`src/rtl/or_circuit_pkg.sv`:
```
// Shared types and constants for the orCircuit exhaustive stimulus sequencer.
package or_circuit_pkg;

   typedef enum logic [1:0] {
      StIdle,
      StSettle,
      StCapture,
      StDone
   } state_e;

   localparam int unsigned MISR_W    = 16;
   localparam logic [15:0] MISR_POLY = 16'h1021;
   localparam int unsigned CNT_W     = 14;

   // Bit positions of the observed outputs within obs = {t,n,r,k,m}
   localparam int unsigned OBS_M = 0;
   localparam int unsigned OBS_K = 1;
   localparam int unsigned OBS_R = 2;
   localparam int unsigned OBS_N = 3;
   localparam int unsigned OBS_T = 4;

endpackage

```
`src/rtl/or_circuit_misr.sv`:
```
// 16-bit multiple-input signature register; clear has priority over enable.
module or_circuit_misr
   import or_circuit_pkg::*;
#(
   parameter int unsigned IN_W = 5
) (
   input  logic              clk,
   input  logic              rst,
   input  logic              clr,
   input  logic              en,
   input  logic [IN_W-1:0]   din,
   output logic [MISR_W-1:0] signature
);

   logic [MISR_W-1:0] sig_d;

   always_comb begin
      sig_d = {signature[MISR_W-2:0], 1'b0}
              ^ (signature[MISR_W-1] ? MISR_POLY : '0)
              ^ MISR_W'(din);
   end

   always_ff @(posedge clk or posedge rst) begin
      if (rst) begin
         signature <= '0;
      end else if (clr) begin
         signature <= '0;
      end else if (en) begin
         signature <= sig_d;
      end
   end

endmodule

```
`src/rtl/or_circuit_sequencer.sv`:
```
// Self-running exhaustive sweep of the orCircuit inputs with settle, capture,
// valid/ready result streaming, MISR compaction and per-output ones counting.
module or_circuit_sequencer
   import or_circuit_pkg::*;
#(
   parameter int unsigned DATA_W        = 9,
   parameter int unsigned CTRL_W        = 4,
   parameter int unsigned OBS_W         = 5,
   parameter int unsigned SETTLE_CYCLES = 2,
   parameter int unsigned SWEEP_CTRL    = 0
) (
   input  logic                            clk,
   input  logic                            rst,
   input  logic                            start,
   input  logic                            abort,
   input  logic [CTRL_W-1:0]               ctrl_cfg,
   output logic [DATA_W-1:0]               data_out,
   output logic [CTRL_W-1:0]               ctrl_out,
   input  logic [OBS_W-1:0]                obs,
   output logic                            res_valid,
   input  logic                            res_ready,
   output logic [CTRL_W+DATA_W+OBS_W-1:0]  res_data,
   output logic                            busy,
   output logic                            done,
   output logic [MISR_W-1:0]               signature,
   output logic [OBS_W*CNT_W-1:0]          ones_cnt
);

   localparam int unsigned IDX_W   = DATA_W + CTRL_W;
   localparam int unsigned NV_BITS = DATA_W + ((SWEEP_CTRL != 0) ? CTRL_W : 0);
   localparam logic [IDX_W-1:0] IDX_LAST = IDX_W'((64'd1 << NV_BITS) - 64'd1);
   localparam int unsigned SET_W   = (SETTLE_CYCLES > 1) ? $clog2(SETTLE_CYCLES) : 1;
   localparam logic [SET_W-1:0] SET_LOAD = SET_W'(SETTLE_CYCLES - 1);

   state_e            state_q;
   logic [IDX_W-1:0]  idx_q;
   logic [SET_W-1:0]  set_cnt_q;
   logic [CTRL_W-1:0] ctrl_q;
   logic [OBS_W-1:0]  cap_q;

   logic start_run;
   logic accept;

   assign start_run = (state_q == StIdle) && start && !abort;
   // abort wins over the handshake, so a record is never half-accepted
   assign accept    = (state_q == StCapture) && res_ready && !abort;

   assign data_out = idx_q[DATA_W-1:0];
   assign ctrl_out = (SWEEP_CTRL != 0) ? idx_q[DATA_W +: CTRL_W] : ctrl_q;
   assign res_data = {ctrl_out, data_out, cap_q};

   always_ff @(posedge clk or posedge rst) begin
      if (rst) begin
         state_q   <= StIdle;
         idx_q     <= '0;
         set_cnt_q <= '0;
         ctrl_q    <= '0;
         cap_q     <= '0;
         res_valid <= 1'b0;
         busy      <= 1'b0;
         done      <= 1'b0;
         ones_cnt  <= '0;
      end else begin
         done <= 1'b0;
         unique case (state_q)
            StIdle: begin
               if (start_run) begin
                  idx_q     <= '0;
                  set_cnt_q <= SET_LOAD;
                  ctrl_q    <= ctrl_cfg;
                  busy      <= 1'b1;
                  ones_cnt  <= '0;
                  state_q   <= StSettle;
               end
            end
            StSettle, StCapture: begin
               if (abort) begin
                  idx_q     <= '0;
                  ctrl_q    <= '0;
                  res_valid <= 1'b0;
                  busy      <= 1'b0;
                  state_q   <= StIdle;
               end else if (state_q == StSettle) begin
                  if (set_cnt_q == '0) begin
                     cap_q     <= obs;
                     res_valid <= 1'b1;
                     state_q   <= StCapture;
                  end else begin
                     set_cnt_q <= set_cnt_q - 1'b1;
                  end
               end else if (res_ready) begin
                  res_valid <= 1'b0;
                  for (int j = 0; j < OBS_W; j++) begin
                     ones_cnt[j*CNT_W +: CNT_W] <= ones_cnt[j*CNT_W +: CNT_W] + CNT_W'(cap_q[j]);
                  end
                  if (idx_q == IDX_LAST) begin
                     done    <= 1'b1;
                     state_q <= StDone;
                  end else begin
                     idx_q     <= idx_q + 1'b1;
                     set_cnt_q <= SET_LOAD;
                     state_q   <= StSettle;
                  end
               end
            end
            StDone: begin
               busy    <= 1'b0;
               state_q <= StIdle;
            end
            default: state_q <= StIdle;
         endcase
      end
   end

   or_circuit_misr #(
      .IN_W (OBS_W)
   ) u_misr (
      .clk       (clk),
      .rst       (rst),
      .clr       (start_run),
      .en        (accept),
      .din       (cap_q),
      .signature (signature)
   );

endmodule
```
`config.mk`:
```
export PLATFORM = sky130hd
export DESIGN_NAME = or_circuit_sequencer
export DESIGN_NICKNAME = d
export VERILOG_FILES = /design/src/rtl/or_circuit_pkg.sv /design/src/rtl/or_circuit_misr.sv /design/src/rtl/or_circuit_sequencer.sv
export SDC_FILE = /design/constraint.sdc
export NUM_CORES = 1
export LEC_CHECK = 0
export CORE_MARGIN = 2
export CORE_UTILIZATION = 30
export CTS_CLUSTER_SIZE = 20
export DETAILED_ROUTE_END_ITERATION = 12
export DONT_BUFFER_PORTS = 1
export SLEW_MARGIN = 5
export SYNTH_ARGS = -nofsm -noshare
export SYNTH_HDL_FRONTEND = slang
export SYNTH_SLANG_ARGS = --single-unit
export TNS_END_PERCENT = 10
```
`constraint.sdc`:
```
create_clock -name clk -period 11.4 [get_ports clk]
set_input_delay 2.28 -clock clk [delete_from_list [all_inputs] [get_ports clk]]
set_output_delay 2.28 -clock clk [all_outputs]
set_load 0.1 [all_outputs]
```
==> images/sizes.png <==
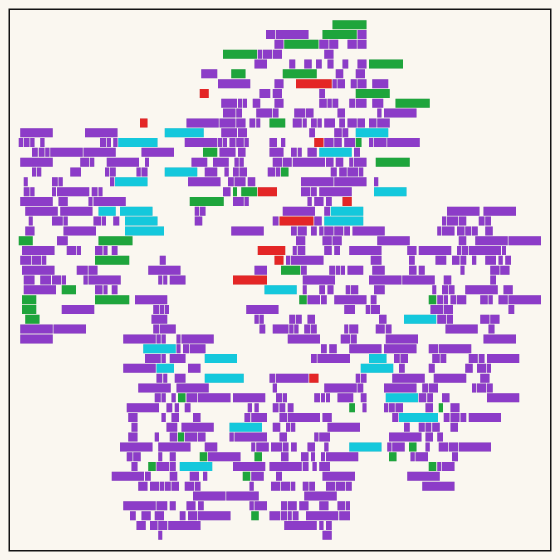
_0 and _1 cells -> purple  # cells 579, share 88%
_2 cells -> green  # cells 40, share 6.1%
_3 and _4 cells -> red  # cells 11, share 1.7%
_6 and larger -> cyan  # cells 26, share 4.0%
worst setup margin: 7610 ps
area grow syn2layout: 12.2%

==> images/wires.png <==
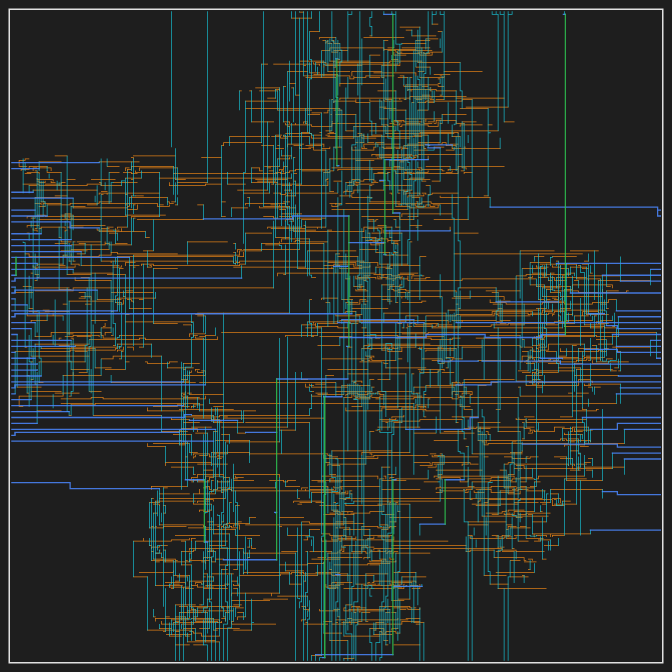
metal 1 -> orange  # wire length 7690 um
metal 2 -> cyan  # wire length 7640 um
metal 4 -> green  # wire length 365 um
metal 3 -> blue  # wire length 1570 um
WL per Instance: 18.5 um
via count: 5120

==> results.sh <==
# implementation run metrics
export IMPL_status="completed"
export IMPL_whs_path_depth=2
export IMPL_hpwl_mm=11.8
export IMPL_clockPowerShare_pct=29.3
export IMPL_async_flop_share_pct=100
export IMPL_ys_cells=674
export IMPL_clock_fmax_mhz=264
export IMPL_ys_types=62
export IMPL_p_comb_share_pct=23.7
export IMPL_yosys_top_cells_area="dfrtp_1, nand2_1, o31ai_1"
export IMPL_synthXorXnorAreaFrac_pct=0.964
export IMPL_power_leader="sequential cells"
export IMPL_synth_edff_count=0
export IMPL_cts_root_buffer="clkbuf_16"
export IMPL_crit_start="ones_cnt[16]"
export IMPL_p_sw_share_pct=50.2
export IMPL_r2r_cells=6
export IMPL_yosysChipArea_sq_um=6360
export IMPL_end_kind="primary output"
export IMPL_cp_data_required_time_ps=9120
export IMPL_min_from="idx_q[12]"
export IMPL_netlist_area_sq_um=6360
export IMPL_drv_slew=0
export IMPL_wl_met2_mm=7.64
export IMPL_gp_congestion=0.794
export IMPL_grtUsageMet3_pct=6.98
export IMPL_drc=0
export IMPL_tightest_slew_ps=1320
export IMPL_via_per_inst=5.50
export IMPL_grt_usage_pct=15.9
export IMPL_die_area_sq_um=22400
export IMPL_drt_initial_drc_count=292
export IMPL_fin_hold_ws_ps=545
export IMPL_buffers=4
==> images/placement_by_type.png <==
Fill, decap, tap and diode cells in grey.
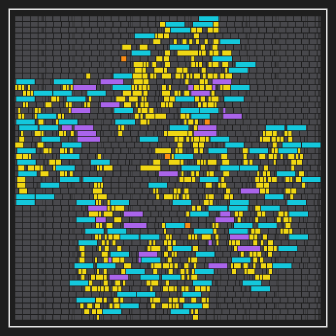
remaining buffers and delay cells -> orange  # cells 4, share of their area 0.44%
sequential cells -> cyan  # cells 114, share of their area 42%
clock drivers and dummy loads -> purple  # cells 32, share of their area 10%
combinational and other logic -> yellow  # cells 506, share of their area 47%
Rows: 53
fin area: 7130 sq um

